**M3 wires**

Drawn at 4 px/um. Cells faint in the background.
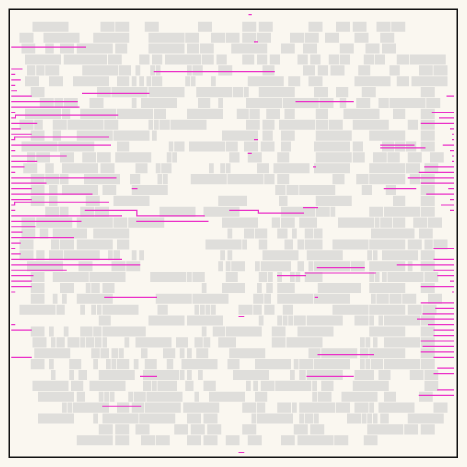
**Placement density heat map**

Drawn at 3 px/um. The die is cut into 11 by 11 equal tiles; white is low, dark blue is high, 0 to 100% covered.
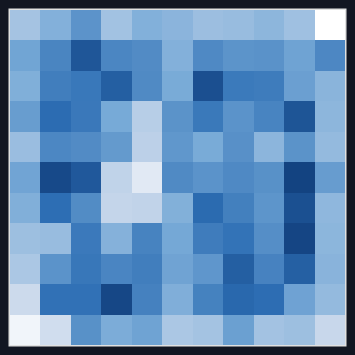
**Clock network drawn from the DEF**

Drawn at 3 px/um.
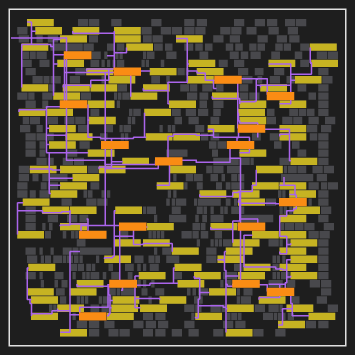
**Metal 1**

Drawn at 2 px/um. Supply wires on this layer in gray.
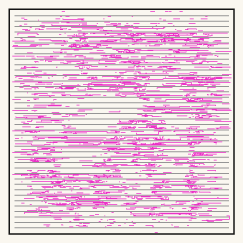
**Clock routing**

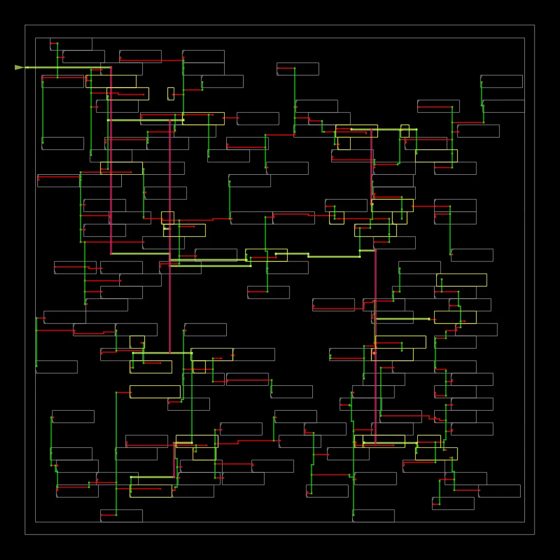
`src/rtl/lsu_pkg.sv`:
```
// Shared encodings and helpers for the MEM-stage load/store controller.
// Size and state enums plus the alignment check live here.
package lsu_pkg;

  typedef enum logic [1:0] {
    SZ_BYTE = 2'b00,
    SZ_HALF = 2'b01,
    SZ_WORD = 2'b10,
    SZ_RSVD = 2'b11
  } size_e;

  typedef enum logic [1:0] {
    ST_IDLE = 2'b00,
    ST_ACC0 = 2'b01,
    ST_ACC1 = 2'b10,
    ST_RESP = 2'b11
  } state_e;

  localparam int LANE_W = 8;

  // Reserved size is folded in so a single test decides the error path.
  function automatic logic is_misaligned(input logic [1:0] size, input logic [1:0] addr_lo);
    logic bad;
    bad = 1'b0;
    case (size)
      SZ_BYTE: bad = 1'b0;
      SZ_HALF: bad = addr_lo[0];
      SZ_WORD: bad = (addr_lo != 2'b00);
      default: bad = 1'b1;
    endcase
    return bad;
  endfunction

endpackage

```
`src/rtl/lsu_mem_ctrl.sv`:
```
// MEM-stage load/store initiator for the dm_4k data memory.
// Halfwords are split into two byte accesses; every request gets one registered response.
module lsu_mem_ctrl
  import lsu_pkg::*;
#(
  parameter int AW = 12,
  parameter int DW = 32
) (
  input  logic          clk,
  input  logic          rst,
  input  logic          req_valid,
  input  logic          req_we,
  input  logic [1:0]    req_size,
  input  logic          req_signed,
  input  logic [AW-1:0] req_addr,
  input  logic [DW-1:0] req_wdata,
  output logic          req_ready,
  output logic          stall,
  output logic          rsp_valid,
  output logic [DW-1:0] rsp_rdata,
  output logic          misalign_err,
  output logic          mRD,
  output logic          mWR,
  output logic          Byte,
  output logic          SigCtr,
  output logic [AW-1:0] DAddr,
  output logic [DW-1:0] DataIn,
  input  logic [DW-1:0] DataOut
);

  state_e              state;
  size_e               size_q;
  logic                we_q;
  logic                signed_q;
  logic [AW-1:0]       addr_q;
  logic [DW-1:0]       wdata_q;
  logic [LANE_W-1:0]   lo_q;

  assign req_ready = (state == ST_IDLE);
  assign stall     = req_valid & ~rsp_valid;

  // Memory-port signals are registered so they are glitch-free and an async reset
  // pulls mWR low at once, before the memory's negedge write can happen.
  always_ff @(posedge clk or posedge rst) begin
    if (rst) begin
      state        <= ST_IDLE;
      size_q       <= SZ_BYTE;
      we_q         <= 1'b0;
      signed_q     <= 1'b0;
      addr_q       <= '0;
      wdata_q      <= '0;
      lo_q         <= '0;
      rsp_valid    <= 1'b0;
      rsp_rdata    <= '0;
      misalign_err <= 1'b0;
      mRD          <= 1'b0;
      mWR          <= 1'b0;
      Byte         <= 1'b0;
      SigCtr       <= 1'b0;
      DAddr        <= '0;
      DataIn       <= '0;
    end else begin
      rsp_valid <= 1'b0;
      mRD       <= 1'b0;
      mWR       <= 1'b0;
      Byte      <= 1'b0;
      SigCtr    <= 1'b0;
      DAddr     <= '0;
      DataIn    <= '0;

      case (state)
        ST_IDLE: begin
          if (req_valid) begin
            size_q   <= size_e'(req_size);
            we_q     <= req_we;
            signed_q <= req_signed;
            addr_q   <= req_addr;
            wdata_q  <= req_wdata;
            if (is_misaligned(req_size, req_addr[1:0])) begin
              state        <= ST_RESP;
              rsp_valid    <= 1'b1;
              rsp_rdata    <= '0;
              misalign_err <= 1'b1;
            end else begin
              state  <= ST_ACC0;
              mRD    <= ~req_we;
              mWR    <= req_we;
              Byte   <= (size_e'(req_size) != SZ_WORD);
              SigCtr <= req_signed && (size_e'(req_size) == SZ_BYTE);
              DAddr  <= req_addr;
              DataIn <= (size_e'(req_size) == SZ_WORD) ? req_wdata
                                                       : {{(DW-LANE_W){1'b0}}, req_wdata[LANE_W-1:0]};
            end
          end
        end

        ST_ACC0: begin
          if (size_q == SZ_HALF) begin
            // Low byte is read unsigned; the high byte's sign extension covers the upper bits.
            state  <= ST_ACC1;
            lo_q   <= DataOut[LANE_W-1:0];
            mRD    <= ~we_q;
            mWR    <= we_q;
            Byte   <= 1'b1;
            SigCtr <= signed_q;
            DAddr  <= addr_q + {{(AW-1){1'b0}}, 1'b1};
            DataIn <= {{(DW-LANE_W){1'b0}}, wdata_q[2*LANE_W-1:LANE_W]};
          end else begin
            state        <= ST_RESP;
            rsp_valid    <= 1'b1;
            rsp_rdata    <= we_q ? '0 : DataOut;
            misalign_err <= 1'b0;
          end
        end

        ST_ACC1: begin
          state        <= ST_RESP;
          rsp_valid    <= 1'b1;
          rsp_rdata    <= we_q ? '0 : {DataOut[DW-LANE_W-1:0], lo_q};
          misalign_err <= 1'b0;
        end

        ST_RESP: begin
          state <= ST_IDLE;
        end

        default: begin
          state <= ST_IDLE;
        end
      endcase
    end
  end

endmodule

```
`config.mk`:
```
export PLATFORM = sky130hd
export DESIGN_NAME = lsu_mem_ctrl
export DESIGN_NICKNAME = d
export VERILOG_FILES = /design/src/rtl/lsu_pkg.sv /design/src/rtl/lsu_mem_ctrl.sv
export SDC_FILE = /design/constraint.sdc
export NUM_CORES = 1
export LEC_CHECK = 0
export CORE_MARGIN = 2
export CORE_UTILIZATION = 41
export CTS_CLUSTER_SIZE = 12
export DETAILED_ROUTE_END_ITERATION = 12
export PLACE_DENSITY_LB_ADDON = 0.1
export SLEW_MARGIN = 30
export SYNTH_ARGS = -nofsm -noshare
export SYNTH_HDL_FRONTEND = slang
export SYNTH_SLANG_ARGS = --single-unit
```
`constraint.sdc`:
```
create_clock -name clk -period 4.52 [get_ports clk]
set_input_delay 1.356 -clock clk [delete_from_list [all_inputs] [get_ports clk]]
set_output_delay 1.356 -clock clk [all_outputs]
set_load 0.01 [all_outputs]
```
==> impl_metrics.toml <==
# yosys + openroad results
[placement]
dp_cells = 705
port_buffers = 166
dp_hpwl_mm = 8.44

[final_layout]
signal_buffers = 170
combGateArea_um2 = 1700
seq_share_pct = 40.6
insertedDiodeCount = 0
reg_top3 = "DataIn (32), rsp_rdata (32)"
drive_gt1_share_pct = 8.59

[worst_setup_path]
slowest_stage = "clkdlybuf4s50_1"
ff2ff_path_depth = 6
critPathCaptureType = "output port"
crit_end = "stall"
r2r-start = "state[1]"
critPathKind = "input pin to output port"
critPathLaunch = "req_valid"
r2r_setup_slack_ns = 2.08

[floorplanning]
rows = 39
dieHeight_um = 112

[synth]
fa_ha_area_share_pct = 1.32
synthMuxAreaShare_pct = 0.211
simple_gate_area_share_pct = 15.8
async_reset_ff_share_pct = 100
common_cells = "dfrtp_1, nand2_1, o2bb2ai_1"
synth_cells = 419
ys.flop_type = "dfrtp_1"
synth-edff-count = 0
avgSynthCellArea_um2 = 11.3
yosysMostFrequentCell = "dfrtp_1"

[cts]
htreeDepth = 4
clk_pin_slew_ns = 0.06
cts-resized-gates = 0
cts_hold_buf = 0

[global_routing]
grt_max_degree = 75
gr-usage-all-layers_pct = 21.4
grtUsageMet3_pct = 7.89

[run_status]
run_status = "finished clean"

[power_and_ir_drop]
vdd_drop_max_uv = 411
p_clk_share_pct = 31.1
switchingPower_mw = 1.53
p_seq_share_pct = 34.6
combPwrFrac_pct = 34.4
power_mw = 4.59

[route]
drtPass1Iterations = 4
wl_met3_um = 899

[timing]
period_used_pct = 89.4
fin_crit_ns = 4.04

[flow_run]
drv_cap = 0

[worst_hold_path]
worstHoldPathType = "flop to flop"
About 'M3 wires':
share of all routed wire: 7.2%
wire length on this layer: 899 um

About 'placement density heat map':
mean over tiles: 56%
fullest tile: 92%
nearly empty tiles: 0.80%
tiles over 75% full: 14%
Core Util at FP: 41.8%
Post-Route Utilization: 62.9%
core area: 11400 um2

About 'clock network drawn from the DEF':
legend:
  flip-flops:
    color: yellow
    count: 116
  clock wires:
    color: purple
    length: 1500 um
  clock-net drivers:
    color: orange
    count: 17
flops lie: all over the die
routed clock nets: 18
Skew-Pair Late Insertion Delay: 0.41 ns
Clock Skew: 0.00608 ns

About 'metal 1':
wire length on this layer: 5500 um
main direction: horizontal
share of all routed wire: 44%
longest straight run: 41.4 um
nets with wire on the layer: 576
vias: 3805
Total Wirelength: 12.4 mm

About 'clock routing':
Flops: 116
Clock Sinks: 116
CLK BUF: 20
Inserted Clock Buffers: 17

